### Placement by RTL instance

Drawn at 1.5 px/µm. Other cells in gray.
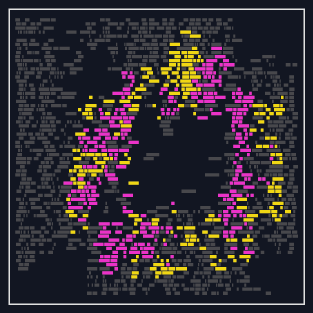
### The metal 2 layer

Drawn at 2 px/µm.
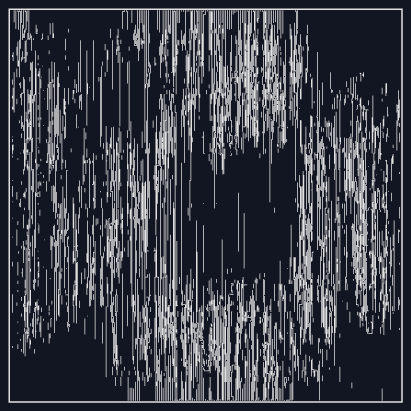
### Routed metal, one color a layer

Drawn at 1.5 px/µm. Two of the layers only.
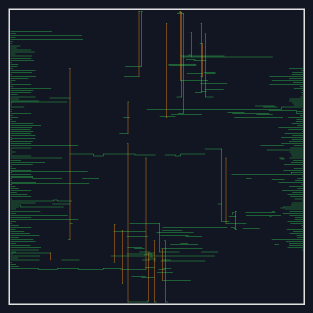
### Placed standard cells

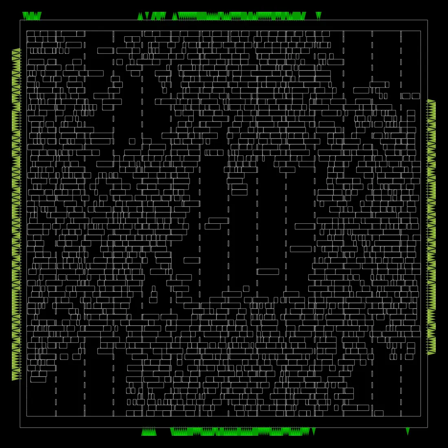
## src/rtl/riscv_pkg.sv

```systemverilog
// Shared RV32I definitions: ALU opcodes, forwarding selects and pipeline control bundle.
package riscv_pkg;
    localparam int REG_W = 5;

    localparam logic [3:0] ALU_AND = 4'b0000;
    localparam logic [3:0] ALU_OR  = 4'b0001;
    localparam logic [3:0] ALU_ADD = 4'b0010;
    localparam logic [3:0] ALU_SUB = 4'b0110;
    localparam logic [3:0] ALU_SLL = 4'b0100;

    typedef enum logic [1:0] {
        FWD_RF    = 2'd0,
        FWD_EXMEM = 2'd1,
        FWD_MEMWB = 2'd2
    } fwd_sel_e;

    typedef struct packed {
        logic regwrite;
        logic memread;
        logic memwrite;
        logic branch;
        logic memtoreg;
    } ctrl_t;
endpackage

```

## src/rtl/fwd_mux.sv

```systemverilog
// Operand forwarding select: the youngest producer (EX/MEM) wins over MEM/WB, x0 never forwards.
module fwd_mux
    import riscv_pkg::*;
#(
    parameter int XLEN = 32
) (
    input  logic [REG_W-1:0] rs_i,
    input  logic [XLEN-1:0]  rf_data_i,
    input  logic [REG_W-1:0] exmem_rd_i,
    input  logic             exmem_regwrite_i,
    input  logic [XLEN-1:0]  exmem_data_i,
    input  logic [REG_W-1:0] memwb_rd_i,
    input  logic             memwb_regwrite_i,
    input  logic [XLEN-1:0]  memwb_data_i,
    output logic [XLEN-1:0]  data_o
);
    fwd_sel_e sel;

    always_comb begin
        sel = FWD_RF;
        if (exmem_regwrite_i && (exmem_rd_i != '0) && (exmem_rd_i == rs_i)) begin
            sel = FWD_EXMEM;
        end else if (memwb_regwrite_i && (memwb_rd_i != '0) && (memwb_rd_i == rs_i)) begin
            sel = FWD_MEMWB;
        end
    end

    always_comb begin
        data_o = rf_data_i;
        case (sel)
            FWD_EXMEM: data_o = exmem_data_i;
            FWD_MEMWB: data_o = memwb_data_i;
            default:   data_o = rf_data_i;
        endcase
    end
endmodule

```

## src/rtl/id_ex_stage.sv

```systemverilog
// ID/EX pipeline register with load-use stall detection, bubble insertion and
// operand forwarding into the ALU inputs.
module id_ex_stage
    import riscv_pkg::*;
#(
    parameter int XLEN = 32
) (
    input  logic             clk,
    input  logic             rst,
    input  logic             id_valid,
    input  logic [XLEN-1:0]  id_pc,
    input  logic [XLEN-1:0]  id_rs1_data,
    input  logic [XLEN-1:0]  id_rs2_data,
    input  logic [XLEN-1:0]  id_imm,
    input  logic [REG_W-1:0] id_rs1,
    input  logic [REG_W-1:0] id_rs2,
    input  logic [REG_W-1:0] id_rd,
    input  logic [3:0]       id_alu_control,
    input  logic             id_alusrc,
    input  logic             id_regwrite,
    input  logic             id_memread,
    input  logic             id_memwrite,
    input  logic             id_branch,
    input  logic             id_memtoreg,
    input  logic             flush,
    input  logic [REG_W-1:0] exmem_rd,
    input  logic             exmem_regwrite,
    input  logic [XLEN-1:0]  exmem_data,
    input  logic [REG_W-1:0] memwb_rd,
    input  logic             memwb_regwrite,
    input  logic [XLEN-1:0]  memwb_data,
    output logic             stall,
    output logic [3:0]       control,
    output logic [XLEN-1:0]  entrada0,
    output logic [XLEN-1:0]  entrada1,
    output logic [XLEN-1:0]  ex_store_data,
    output logic             ex_valid,
    output logic [XLEN-1:0]  ex_pc,
    output logic [REG_W-1:0] ex_rd,
    output logic             ex_regwrite,
    output logic             ex_memread,
    output logic             ex_memwrite,
    output logic             ex_branch,
    output logic             ex_memtoreg
);
    logic             valid_q,       valid_d;
    logic [XLEN-1:0]  pc_q,          pc_d;
    logic [XLEN-1:0]  rs1_data_q,    rs1_data_d;
    logic [XLEN-1:0]  rs2_data_q,    rs2_data_d;
    logic [XLEN-1:0]  imm_q,         imm_d;
    logic [REG_W-1:0] rs1_q,         rs1_d;
    logic [REG_W-1:0] rs2_q,         rs2_d;
    logic [REG_W-1:0] rd_q,          rd_d;
    logic [3:0]       alu_control_q, alu_control_d;
    logic             alusrc_q,      alusrc_d;
    ctrl_t            ctrl_q,        ctrl_d;

    logic [XLEN-1:0]  fwd_rs1, fwd_rs2;

    // Conservative: any match on rs1 or rs2 stalls, whether or not rs2 is read.
    assign stall = valid_q & ctrl_q.memread & (rd_q != '0) & id_valid
                 & ((rd_q == id_rs1) | (rd_q == id_rs2));

    always_comb begin
        valid_d       = 1'b0;
        pc_d          = '0;
        rs1_data_d    = '0;
        rs2_data_d    = '0;
        imm_d         = '0;
        rs1_d         = '0;
        rs2_d         = '0;
        rd_d          = '0;
        alu_control_d = ALU_ADD;
        alusrc_d      = 1'b0;
        ctrl_d        = '0;
        if (!(stall || flush)) begin
            valid_d       = id_valid;
            pc_d          = id_pc;
            rs1_data_d    = id_rs1_data;
            rs2_data_d    = id_rs2_data;
            imm_d         = id_imm;
            rs1_d         = id_rs1;
            rs2_d         = id_rs2;
            rd_d          = id_rd;
            alu_control_d = id_alu_control;
            alusrc_d      = id_alusrc;
            if (id_valid) begin
                ctrl_d = '{regwrite: id_regwrite, memread: id_memread, memwrite: id_memwrite,
                           branch: id_branch, memtoreg: id_memtoreg};
            end
        end
    end

    always_ff @(posedge clk) begin
        if (rst) begin
            valid_q       <= 1'b0;
            pc_q          <= '0;
            rs1_data_q    <= '0;
            rs2_data_q    <= '0;
            imm_q         <= '0;
            rs1_q         <= '0;
            rs2_q         <= '0;
            rd_q          <= '0;
            alu_control_q <= ALU_ADD;
            alusrc_q      <= 1'b0;
            ctrl_q        <= '0;
        end else begin
            valid_q       <= valid_d;
            pc_q          <= pc_d;
            rs1_data_q    <= rs1_data_d;
            rs2_data_q    <= rs2_data_d;
            imm_q         <= imm_d;
            rs1_q         <= rs1_d;
            rs2_q         <= rs2_d;
            rd_q          <= rd_d;
            alu_control_q <= alu_control_d;
            alusrc_q      <= alusrc_d;
            ctrl_q        <= ctrl_d;
        end
    end

    fwd_mux #(.XLEN(XLEN)) u_fwd_rs1 (
        .rs_i(rs1_q), .rf_data_i(rs1_data_q),
        .exmem_rd_i(exmem_rd), .exmem_regwrite_i(exmem_regwrite), .exmem_data_i(exmem_data),
        .memwb_rd_i(memwb_rd), .memwb_regwrite_i(memwb_regwrite), .memwb_data_i(memwb_data),
        .data_o(fwd_rs1)
    );

    fwd_mux #(.XLEN(XLEN)) u_fwd_rs2 (
        .rs_i(rs2_q), .rf_data_i(rs2_data_q),
        .exmem_rd_i(exmem_rd), .exmem_regwrite_i(exmem_regwrite), .exmem_data_i(exmem_data),
        .memwb_rd_i(memwb_rd), .memwb_regwrite_i(memwb_regwrite), .memwb_data_i(memwb_data),
        .data_o(fwd_rs2)
    );

    assign control       = alu_control_q;
    assign entrada0      = fwd_rs1;
    assign entrada1      = alusrc_q ? imm_q : fwd_rs2;
    assign ex_store_data = fwd_rs2;
    assign ex_valid      = valid_q;
    assign ex_pc         = pc_q;
    assign ex_rd         = rd_q;
    assign ex_regwrite   = ctrl_q.regwrite;
    assign ex_memread    = ctrl_q.memread;
    assign ex_memwrite   = ctrl_q.memwrite;
    assign ex_branch     = ctrl_q.branch;
    assign ex_memtoreg   = ctrl_q.memtoreg;
endmodule

```

## config.mk

```make
export PLATFORM = sky130hd
export DESIGN_NAME = id_ex_stage
export DESIGN_NICKNAME = d
export VERILOG_FILES = /design/src/rtl/riscv_pkg.sv /design/src/rtl/fwd_mux.sv /design/src/rtl/id_ex_stage.sv
export SDC_FILE = /design/constraint.sdc
export NUM_CORES = 1
export LEC_CHECK = 0
export CAP_MARGIN = 20
export CORE_MARGIN = 3
export CORE_UTILIZATION = 23
export CTS_CLUSTER_SIZE = 8
export DETAILED_ROUTE_END_ITERATION = 8
export PLACE_DENSITY = 0.52
export SYNTH_ARGS = -nofsm -noshare
export SYNTH_HDL_FRONTEND = slang
export SYNTH_HIERARCHICAL = 1
export SYNTH_SLANG_ARGS = --single-unit
```

## constraint.sdc

```tcl
create_clock -name clk -period 1.9 [get_ports clk]
set_input_delay 0.19 -clock clk [delete_from_list [all_inputs] [get_ports clk]]
set_output_delay 0.19 -clock clk [all_outputs]
set_load 0.01 [all_outputs]
```

==> impl_metrics.ini <==
; synthesis and place-and-route metrics
[cts]
cts_tree = built
clk_latency_ps = 440
postCtsSetupRepairBufs = 63
cts_buffers = 17
max-clock-path-buffers = 2
root_buffer = clkbuf_16

[floorplan]
pin_count = 377
taps = 455
fp_util_pct = 23.7

[final_layout]
num-fill-cells = 3217
clk_share_pct = 3.71
largest_class = non-clock buffers
layout_top_cell = clkdlybuf4s50_1
signal_buffers = 635
area_share_nonclk_buffers_pct = 39.6
flop_area_um2 = 3110
logic_area_um2 = 6000
final_cell_mix = clkdlybuf4s50_1, nand2_1, a21oi_1, buf_4, dfxtp_1
flops = 154

[synth]
ff_type = dfxtp_1
edf_count = 0
syn_inst = 928
synthDistinctLibCells = 34
common_cells = dfxtp_1, nand2_1, a21oi_1
syn_area_um2 = 8270
yosysWarningCount = 6
ys_cells = 928

[setup_path]
rr_worst_depth = 7
r2r-end = rs1_data_q[24]
endpoint = entrada1[27]
critPathLaunchType = register
crit_path_max_incr_delay_ps = 550

[timing]
period_minus_slack_ps = 2860
worst_slack_ps = -960
hold_violations = 0
setup_viol = 96
relSlewSlack_pct = 60.6

[placed_design]
placed_area_um2 = 13700

[detailed_routing]
wl_met3_um = 3620
viasPerCell = 4.98
drtPass1Iterations = 4

[grt]
gr-total-overflow = 0
busiest_layer = met2
grt_pass1_wl_um = 62600
track_usage_pct = 21.4

[run_status]
status = finished with violations
violations = negative setup slack

[min_path]
hold_end = imm_q[22]
min-delay-start = id_imm[22]

[pwr]
power.total_uw = 10300
powerSeq_uw = 3430
p_clk_share_pct = 36.9
Back to the opening pictures, 'Placement by RTL instance':
magenta -> u_fwd_rs1  # cells 272
yellow -> u_fwd_rs2  # cells 201, where all over the die
DIE AREA: 38300 µm²
fin util: 49.0%
final std cells w/o fill: 1939

Back to the opening pictures, 'The metal 2 layer':
wire length on this layer = 21.2 mm
share of all routed wire = 49%
longest straight run = 86.9 µm
main direction = vertical

Back to the opening pictures, 'Routed metal, one color a layer':
green -> metal 3  # wire length 3620 µm
orange -> metal 4  # wire length 1080 µm
vias after detailed routing: 9650
DRT Wirelength: 43000 µm
drt wl/cell: 22.2 µm

Back to the opening pictures, 'Placed standard cells':
sequential share of cell area: 18.2%
core area: 35000 µm²
Rows: 68

## logic make-up (layout without fill, tap and decap cells)
family,after synthesis,in the layout,synth area share (%)
AND-OR/OR-AND,288,288,25.5
XOR/XNOR,26,26,2.75
buffers and inverters,121,672,8.71
flip-flops,154,154,37.3
multiplexers,32,32,4.36
other,0,5,0
AND/OR/NAND/NOR,307,307,21.4
## sequential cells by signal, indices dropped and copies added, names as in the netlist
register / cells
ex_branch: 1
ex_memread: 1
ex_memtoreg: 1
rs2_q: 5
ex_rd: 5
imm_q: 32
ex_valid: 1
rs1_data_q: 32
rs1_q: 5
ex_memwrite: 1
ex_pc: 32
control: 4
rs2_data_q: 32
alusrc_q: 1
ex_regwrite: 1
